--- src/rtl/vmem_pkg.sv ---
// Shared types, constants and address/bit mapping helpers for the vmem pixel writer.
// Optional feature macro: VMEM_WRITER_XOR_EN adds a per-command toggle bit to vmem_cmd_t.
package vmem_pkg;

    localparam int VMEM_AW        = 14;
    localparam int VMEM_DW        = 12;
    localparam int BLOCK_PX       = 12;
    localparam int PLANE_PX       = 6;
    localparam int ROWS_PER_BLOCK = 6;
    localparam logic [2:0] PAL_IDX_LO = 3'b011;
    localparam logic [2:0] PAL_IDX_HI = 3'b111;

    typedef struct packed {
        logic               op;       // 0 = plot pixel, 1 = raw word write
        logic [4:0]         x_block;
        logic [3:0]         x_pixel;
        logic [5:0]         y_block;
        logic [2:0]         y_row;
        logic               value;
`ifdef VMEM_WRITER_XOR_EN
        logic               tgl;      // plot toggles the bit instead of writing value
`endif
        logic [VMEM_AW-1:0] addr;
        logic [VMEM_DW-1:0] data;
    } vmem_cmd_t;

    // Word address of a pixel: columns 0..5 sit in plane A, 6..11 in plane B;
    // pairs of rows share one word.
    function automatic logic [VMEM_AW-1:0] plot_addr(input logic [5:0] y_block,
                                                     input logic [4:0] x_block,
                                                     input logic [3:0] x_pixel,
                                                     input logic [2:0] y_row);
        return {y_block, x_block, (x_pixel >= 4'(PLANE_PX)), y_row[2:1]};
    endfunction

    // Bit position inside the word: odd rows use the upper six bits.
    function automatic logic [3:0] plot_bit(input logic [3:0] x_pixel,
                                            input logic [2:0] y_row);
        logic [3:0] col;
        col = (x_pixel >= 4'(PLANE_PX)) ? (x_pixel - 4'(PLANE_PX)) : x_pixel;
        return col + (y_row[0] ? 4'(PLANE_PX) : 4'd0);
    endfunction

endpackage

--- src/rtl/vmem_cmd_fifo.sv ---
// Synchronous command FIFO with full/empty flags; depth must be a power of two.
module vmem_cmd_fifo #(
    parameter int FIFO_DEPTH = 4,
    parameter int DATA_W     = 8
) (
    input  logic              clk,
    input  logic              rst,
    input  logic              push,
    input  logic [DATA_W-1:0] din,
    input  logic              pop,
    output logic [DATA_W-1:0] dout,
    output logic              full,
    output logic              empty
);

    localparam int AW = (FIFO_DEPTH > 1) ? $clog2(FIFO_DEPTH) : 1;

    logic [DATA_W-1:0] mem [FIFO_DEPTH];
    logic [AW-1:0]     wr_ptr;
    logic [AW-1:0]     rd_ptr;
    logic [AW:0]       count;
    logic              do_push;
    logic              do_pop;

    assign full    = (count == (AW+1)'(FIFO_DEPTH));
    assign empty   = (count == '0);
    assign do_push = push && !full;
    assign do_pop  = pop && !empty;
    assign dout    = mem[rd_ptr];

    // Storage array; contents need no reset since count guards every read.
    always_ff @(posedge clk) begin
        if (do_push) begin
            mem[wr_ptr] <= din;
        end
    end

    // Pointers and occupancy; pointers wrap naturally because depth is a power of two.
    always_ff @(posedge clk or posedge rst) begin
        if (rst) begin
            wr_ptr <= '0;
            rd_ptr <= '0;
            count  <= '0;
        end else begin
            if (do_push) wr_ptr <= wr_ptr + 1'b1;
            if (do_pop)  rd_ptr <= rd_ptr + 1'b1;
            case ({do_push, do_pop})
                2'b10:   count <= count + 1'b1;
                2'b01:   count <= count - 1'b1;
                default: count <= count;
            endcase
        end
    end

endmodule

--- src/rtl/vmem_pixel_writer.sv ---
// Write-side vmem client: queues plot/raw commands and performs read-modify-write
// on 12-bit plane words whenever the video generator grants the port.
// Optional feature macro: VMEM_WRITER_XOR_EN (plots may toggle the target bit).
module vmem_pixel_writer
    import vmem_pkg::*;
#(
    parameter int FIFO_DEPTH = 4,
    parameter int Y_BLOCKS   = 48
) (
    input  logic        clk,
    input  logic        rst,
    input  logic        cmd_valid,
    output logic        cmd_ready,
    input  logic        cmd_op,
    input  logic [4:0]  cmd_x_block,
    input  logic [3:0]  cmd_x_pixel,
    input  logic [5:0]  cmd_y_block,
    input  logic [2:0]  cmd_y_row,
    input  logic        cmd_value,
    input  logic [13:0] cmd_addr,
    input  logic [11:0] cmd_data,
    input  logic        cmd_xor,
    input  logic        vmem_grant,
    output logic [13:0] vmem_addr,
    output logic [11:0] vmem_wdata,
    output logic        vmem_we,
    output logic        vmem_re,
    input  logic [11:0] vmem_rdata,
    output logic        done,
    output logic        err,
    output logic        busy
);

    typedef enum logic [1:0] {S_IDLE, S_READ, S_CAPTURE, S_WRITE} state_t;

    state_t             state;
    state_t             state_nx;
    vmem_cmd_t          cmd_in;
    vmem_cmd_t          head;
    logic               fifo_full;
    logic               fifo_empty;
    logic               pop;
    logic               head_bad;
    logic [VMEM_AW-1:0] addr_r;
    logic [VMEM_DW-1:0] word_r;
    logic [3:0]         bit_r;
    logic               val_r;
    logic               tgl_r;
    logic               done_r;

    // Set, clear or toggle one bit of a captured word.
    function automatic logic [VMEM_DW-1:0] apply_bit(input logic [VMEM_DW-1:0] w,
                                                     input logic [3:0] idx,
                                                     input logic v,
                                                     input logic t);
        logic [VMEM_DW-1:0] mask;
        mask = VMEM_DW'(1) << idx;
        if (t)      return w ^ mask;
        else if (v) return w | mask;
        else        return w & ~mask;
    endfunction

    // Pack the incoming command; the toggle bit only exists when the feature is built.
    always_comb begin
        cmd_in         = '0;
        cmd_in.op      = cmd_op;
        cmd_in.x_block = cmd_x_block;
        cmd_in.x_pixel = cmd_x_pixel;
        cmd_in.y_block = cmd_y_block;
        cmd_in.y_row   = cmd_y_row;
        cmd_in.value   = cmd_value;
`ifdef VMEM_WRITER_XOR_EN
        cmd_in.tgl     = cmd_xor;
`endif
        cmd_in.addr    = cmd_addr;
        cmd_in.data    = cmd_data;
    end

`ifndef VMEM_WRITER_XOR_EN
    logic unused_xor;
    assign unused_xor = cmd_xor;
`endif

    assign cmd_ready = !fifo_full;

    vmem_cmd_fifo #(
        .FIFO_DEPTH (FIFO_DEPTH),
        .DATA_W     ($bits(vmem_cmd_t))
    ) u_fifo (
        .clk   (clk),
        .rst   (rst),
        .push  (cmd_valid && cmd_ready),
        .din   (cmd_in),
        .pop   (pop),
        .dout  (head),
        .full  (fifo_full),
        .empty (fifo_empty)
    );

    // Out-of-range plot coordinates are rejected at pop time; raw ops are never rejected.
    assign head_bad = !head.op &&
                      ((head.x_pixel >= 4'(BLOCK_PX)) ||
                       (head.y_row >= 3'(ROWS_PER_BLOCK)) ||
                       (int'(head.y_block) >= Y_BLOCKS));

    // FSM state register.
    always_ff @(posedge clk or posedge rst) begin
        if (rst) state <= S_IDLE;
        else     state <= state_nx;
    end

    // Next state and port strobes; strobes only ever fire in a granted cycle.
    always_comb begin
        state_nx = state;
        pop      = 1'b0;
        err      = 1'b0;
        vmem_re  = 1'b0;
        vmem_we  = 1'b0;
        case (state)
            S_IDLE: begin
                if (!fifo_empty) begin
                    pop = 1'b1;
                    if (head_bad)     err      = 1'b1;
                    else if (head.op) state_nx = S_WRITE;
                    else              state_nx = S_READ;
                end
            end
            S_READ: begin
                if (vmem_grant) begin
                    vmem_re  = 1'b1;
                    state_nx = S_CAPTURE;
                end
            end
            S_CAPTURE: state_nx = S_WRITE;
            S_WRITE: begin
                if (vmem_grant) begin
                    vmem_we  = 1'b1;
                    state_nx = S_IDLE;
                end
            end
            default: state_nx = S_IDLE;
        endcase
    end

    // Working word: loaded on pop, merged with read data in CAPTURE, held through grant loss.
    always_ff @(posedge clk or posedge rst) begin
        if (rst) begin
            addr_r <= '0;
            word_r <= '0;
            bit_r  <= '0;
            val_r  <= 1'b0;
            tgl_r  <= 1'b0;
        end else if (pop && !head_bad) begin
            addr_r <= head.op ? head.addr
                              : plot_addr(head.y_block, head.x_block, head.x_pixel, head.y_row);
            word_r <= head.data;
            bit_r  <= plot_bit(head.x_pixel, head.y_row);
            val_r  <= head.value;
`ifdef VMEM_WRITER_XOR_EN
            tgl_r  <= head.tgl;
`else
            tgl_r  <= 1'b0;
`endif
        end else if (state == S_CAPTURE) begin
            word_r <= apply_bit(vmem_rdata, bit_r, val_r, tgl_r);
        end
    end

    // Completion pulse lands the cycle after the write strobe.
    always_ff @(posedge clk or posedge rst) begin
        if (rst) done_r <= 1'b0;
        else     done_r <= vmem_we;
    end

    assign vmem_addr  = addr_r;
    assign vmem_wdata = word_r;
    assign done       = done_r;
    assign busy       = !fifo_empty || (state != S_IDLE) || done_r;

endmodule

--- config.mk ---
export PLATFORM = sky130hd
export DESIGN_NAME = vmem_pixel_writer
export DESIGN_NICKNAME = d
export VERILOG_FILES = /design/src/rtl/vmem_pkg.sv /design/src/rtl/vmem_cmd_fifo.sv /design/src/rtl/vmem_pixel_writer.sv
export SDC_FILE = /design/constraint.sdc
export NUM_CORES = 1
export LEC_CHECK = 0
export ABC_CLOCK_PERIOD_IN_PS = 5830
export CORE_MARGIN = 8
export CORE_UTILIZATION = 35
export CTS_CLUSTER_SIZE = 25
export DETAILED_ROUTE_END_ITERATION = 10
export MAX_ROUTING_LAYER = met4
export PLACE_DENSITY = 0.52
export SLEW_MARGIN = 10
export SYNTH_ARGS = -nofsm -noshare
export SYNTH_HDL_FRONTEND = slang
export SYNTH_SLANG_ARGS = --single-unit
--- constraint.sdc ---
create_clock -name clk -period 5.83 [get_ports clk]
set_input_delay 0.8745 -clock clk [delete_from_list [all_inputs] [get_ports clk]]
set_output_delay 0.8745 -clock clk [all_outputs]
set_load 0.1 [all_outputs]
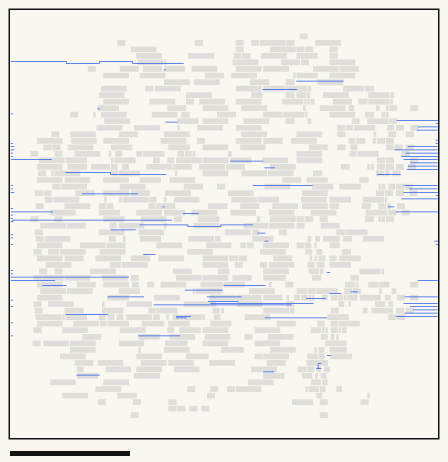
layer_met3.png
Scale bar: 50 microns.
The layer holds 5.5% of the routed length. The longest straight run is 66.2 microns.

==> impl_metrics.toml <==
# generated from flow reports
[status]
status = "finished clean"

[power]
p_leak_uw = 0.00390
powerDensity_nw_per_um2 = 604

[placement]
dp_cells = 894
gp_congestion = 0.762
place_hpwl_microns = 12200

[setup_path]
timing.rr.start = "u_fifo.rd_ptr[1]"
worstSetupPathType = "reg -> out"
end_kind = "primary output"
r2r-end = "bit_r[3]"
worst_ep_arrival_time_ns = 3.77
cp-start-kind = "flip-flop"
reg2reg_setup_slack_ns = 1.80
critPathRequiredTime_ns = 4.96
critPathMaxFanout = 34

[clocking]
cts_setup_buffers = 0
clkSinkCount = 225
cts_max_path_buffers = 3
cts_resized = 0
tritoncts = "done"
cts_root_buf = "clkbuf_16"
insertion_delay_ns = 0.52
hold_buffers = 0
cts.clk_slew.worst_paths_ns = 0.06
ctsHtreeMaxLevel = 1

[routing]
top_layer = "met4"
vias_per_cell = 5.09
first_pass_iters = 4
num_vias = 4794
antenna_left = 0
wl_met2_microns = 9540
m1WireLength_microns = 8760
wl_met3_microns = 1090
wire_per_inst_microns = 21.0
initialDrtViolationCount = 323

[global_route]
grt.overflow.total = 0
antenna_found_initial = 2
grt_pass1_vias = 5239
grt_pass1_wl_microns = 30400

[min_path]
worstHoldEndpoint = "u_fifo.count[2]"
holdPathStages = 1
min_path_type = "reg -> reg"
worstHoldStart = "u_fifo.count[2]"

[floorplan]
initial_core_util = 0.355
fp-row-count = 59
core_sq_um = 26000
chip_area_sq_um = 31800
io_pins = 95

[final_timing]
setup_tns_ns = 0
slew_viol_final = 0
hold_viol_final = 0
tightest_slew_ns = 1.01
finalSetupViolCount = 0
maxSlewHeadroom = 0.329
finalCritPeriodShare = 0.797

[synth]
yosys_cells = 485
syn_nets = 562
area_leaders = "edfxtp_1 (60%), dfrtp_1 (11%), mux4_2 (9.8%), mux2_2 (2.4%), mux2i_1 (2.4%)"
ys_warn_count = 0
async_flop_share = 0.182
synthesis.area_sq_um = 9210
synthFlopType = "edfxtp_1"
synth_cell_type_count = 44
synthTopCellsByCount = "edfxtp_1 (184), dfrtp_1 (41), mux4_2 (40)"
netlist.area_leader.share = 0.600

[job]
warnings = 34

[finish]
nFillCells = 2309
syn_to_final_growth_pct = 22.7
stdcell_count = 942
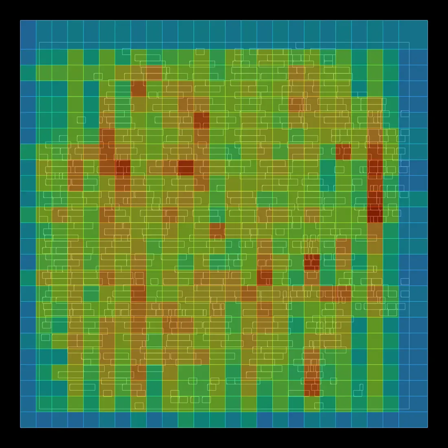
congestion.png
grt met2 use: 0.213
GRT met1 Usage: 0.161
final core utilization: 0.435
GRT busiest layer: met2

sequential cells by signal, indices dropped and copies added (netlist names), 2 cells and up:
signal         count
bit_r              4
state              2
u_fifo.count       3
u_fifo.mem       184
u_fifo.rd_ptr      2
u_fifo.wr_ptr      2
vmem_addr         14
vmem_wdata        12
area by class of cell:
type | count | area share
Inverter | 11 | 0.00365
Tap cell | 335 | 0.0371
Clock inverter | 9 | 0.00775
Timing Repair Buffer | 101 | 0.0877
Antenna cell | 2 | 0.000443
Clock buffer | 37 | 0.0629
Multi-Input combinational cell | 222 | 0.221
Sequential cell | 225 | 0.580
cells in the final DEF (no fill, tap or decap), types with 3 or more instances in the layout:
cell             Yosys  layout
a21oi_1             13      13
a2bb2oi_1           13      13
and2_1               4       4
and3_2               0       4
buf_4                1       8
clkbuf_1            13       8
clkbuf_16            0      25
clkbuf_8             0       4
clkdlybuf4s50_1      0      93
clkinv_2             0       3
dfrtp_1             41      39
edfxtp_1           184     184
ha_1                12      12
inv_1               11      10
mux2_2              20      20
mux2i_1             22      22
mux4_1               5       5
mux4_2              40      40
nand2_1              6       6
nand4b_1             3       3
nor2_1              28      28
nor4b_1              4       4
nor4bb_1             5       5
o22a_1              13      13
xnor2_1              4       4
xor2_1               3       3
cells by family after synthesis:
group	count (synthesis)	synth area share
flip-flops	225	0.711
multiplexers	87	0.160
AND/OR/NAND/NOR	67	0.0413
AND-OR/OR-AND	47	0.0410
buffers and inverters	38	0.0189
adder cells (fa/ha/maj)	14	0.0206
XOR/XNOR	7	0.00666
report_power, final:
part | internal [uW] | switching, uW
logic | 1090 | 1750
registers | 2190 | 297
clock network | 892 | 607
total | 4170 | 2650
per-layer routing:
layer  vias to the layer above  global-route usage
li1                       2162                   -
met3                        29              0.0271
met4                         0              0.0282
met5                         -                   -
met1                      2480               0.161
met2                       123               0.213
per-stage QoR:
stage	hold slack [ns]	cell area [sq um]	setup WS [ns]
3_3_place_gp	0.473	10500	1.62
5_1_grt	0.529	11300	0.972
4_1_cts	0.489	11300	1.08
2_1_floorplan	0.456	9210	1.28
6_report	0.488	11300	1.19
3_5_place_dp	0.482	10500	1.62
worst max path at each step:
stage                     slack, ns  end  depth (start not counted)        startpoint
after global routing           0.97  err                          3  u_fifo.rd_ptr[0]
after floorplan                1.28  err                          6  u_fifo.rd_ptr[0]
after global placement         1.62  err                          3  u_fifo.rd_ptr[0]
after CTS                      1.08  err                          3  u_fifo.rd_ptr[0]
final                          1.19  err                          3  u_fifo.rd_ptr[0]
after detailed placement       1.62  err                          3  u_fifo.rd_ptr[0]
critical path, cell delays in order (launching register included):
cell and delay (ns):
dfrtp_4 0.86, mux4_2 0.84, a211oi_1 0.34, clkdlybuf4s50_1 1.20
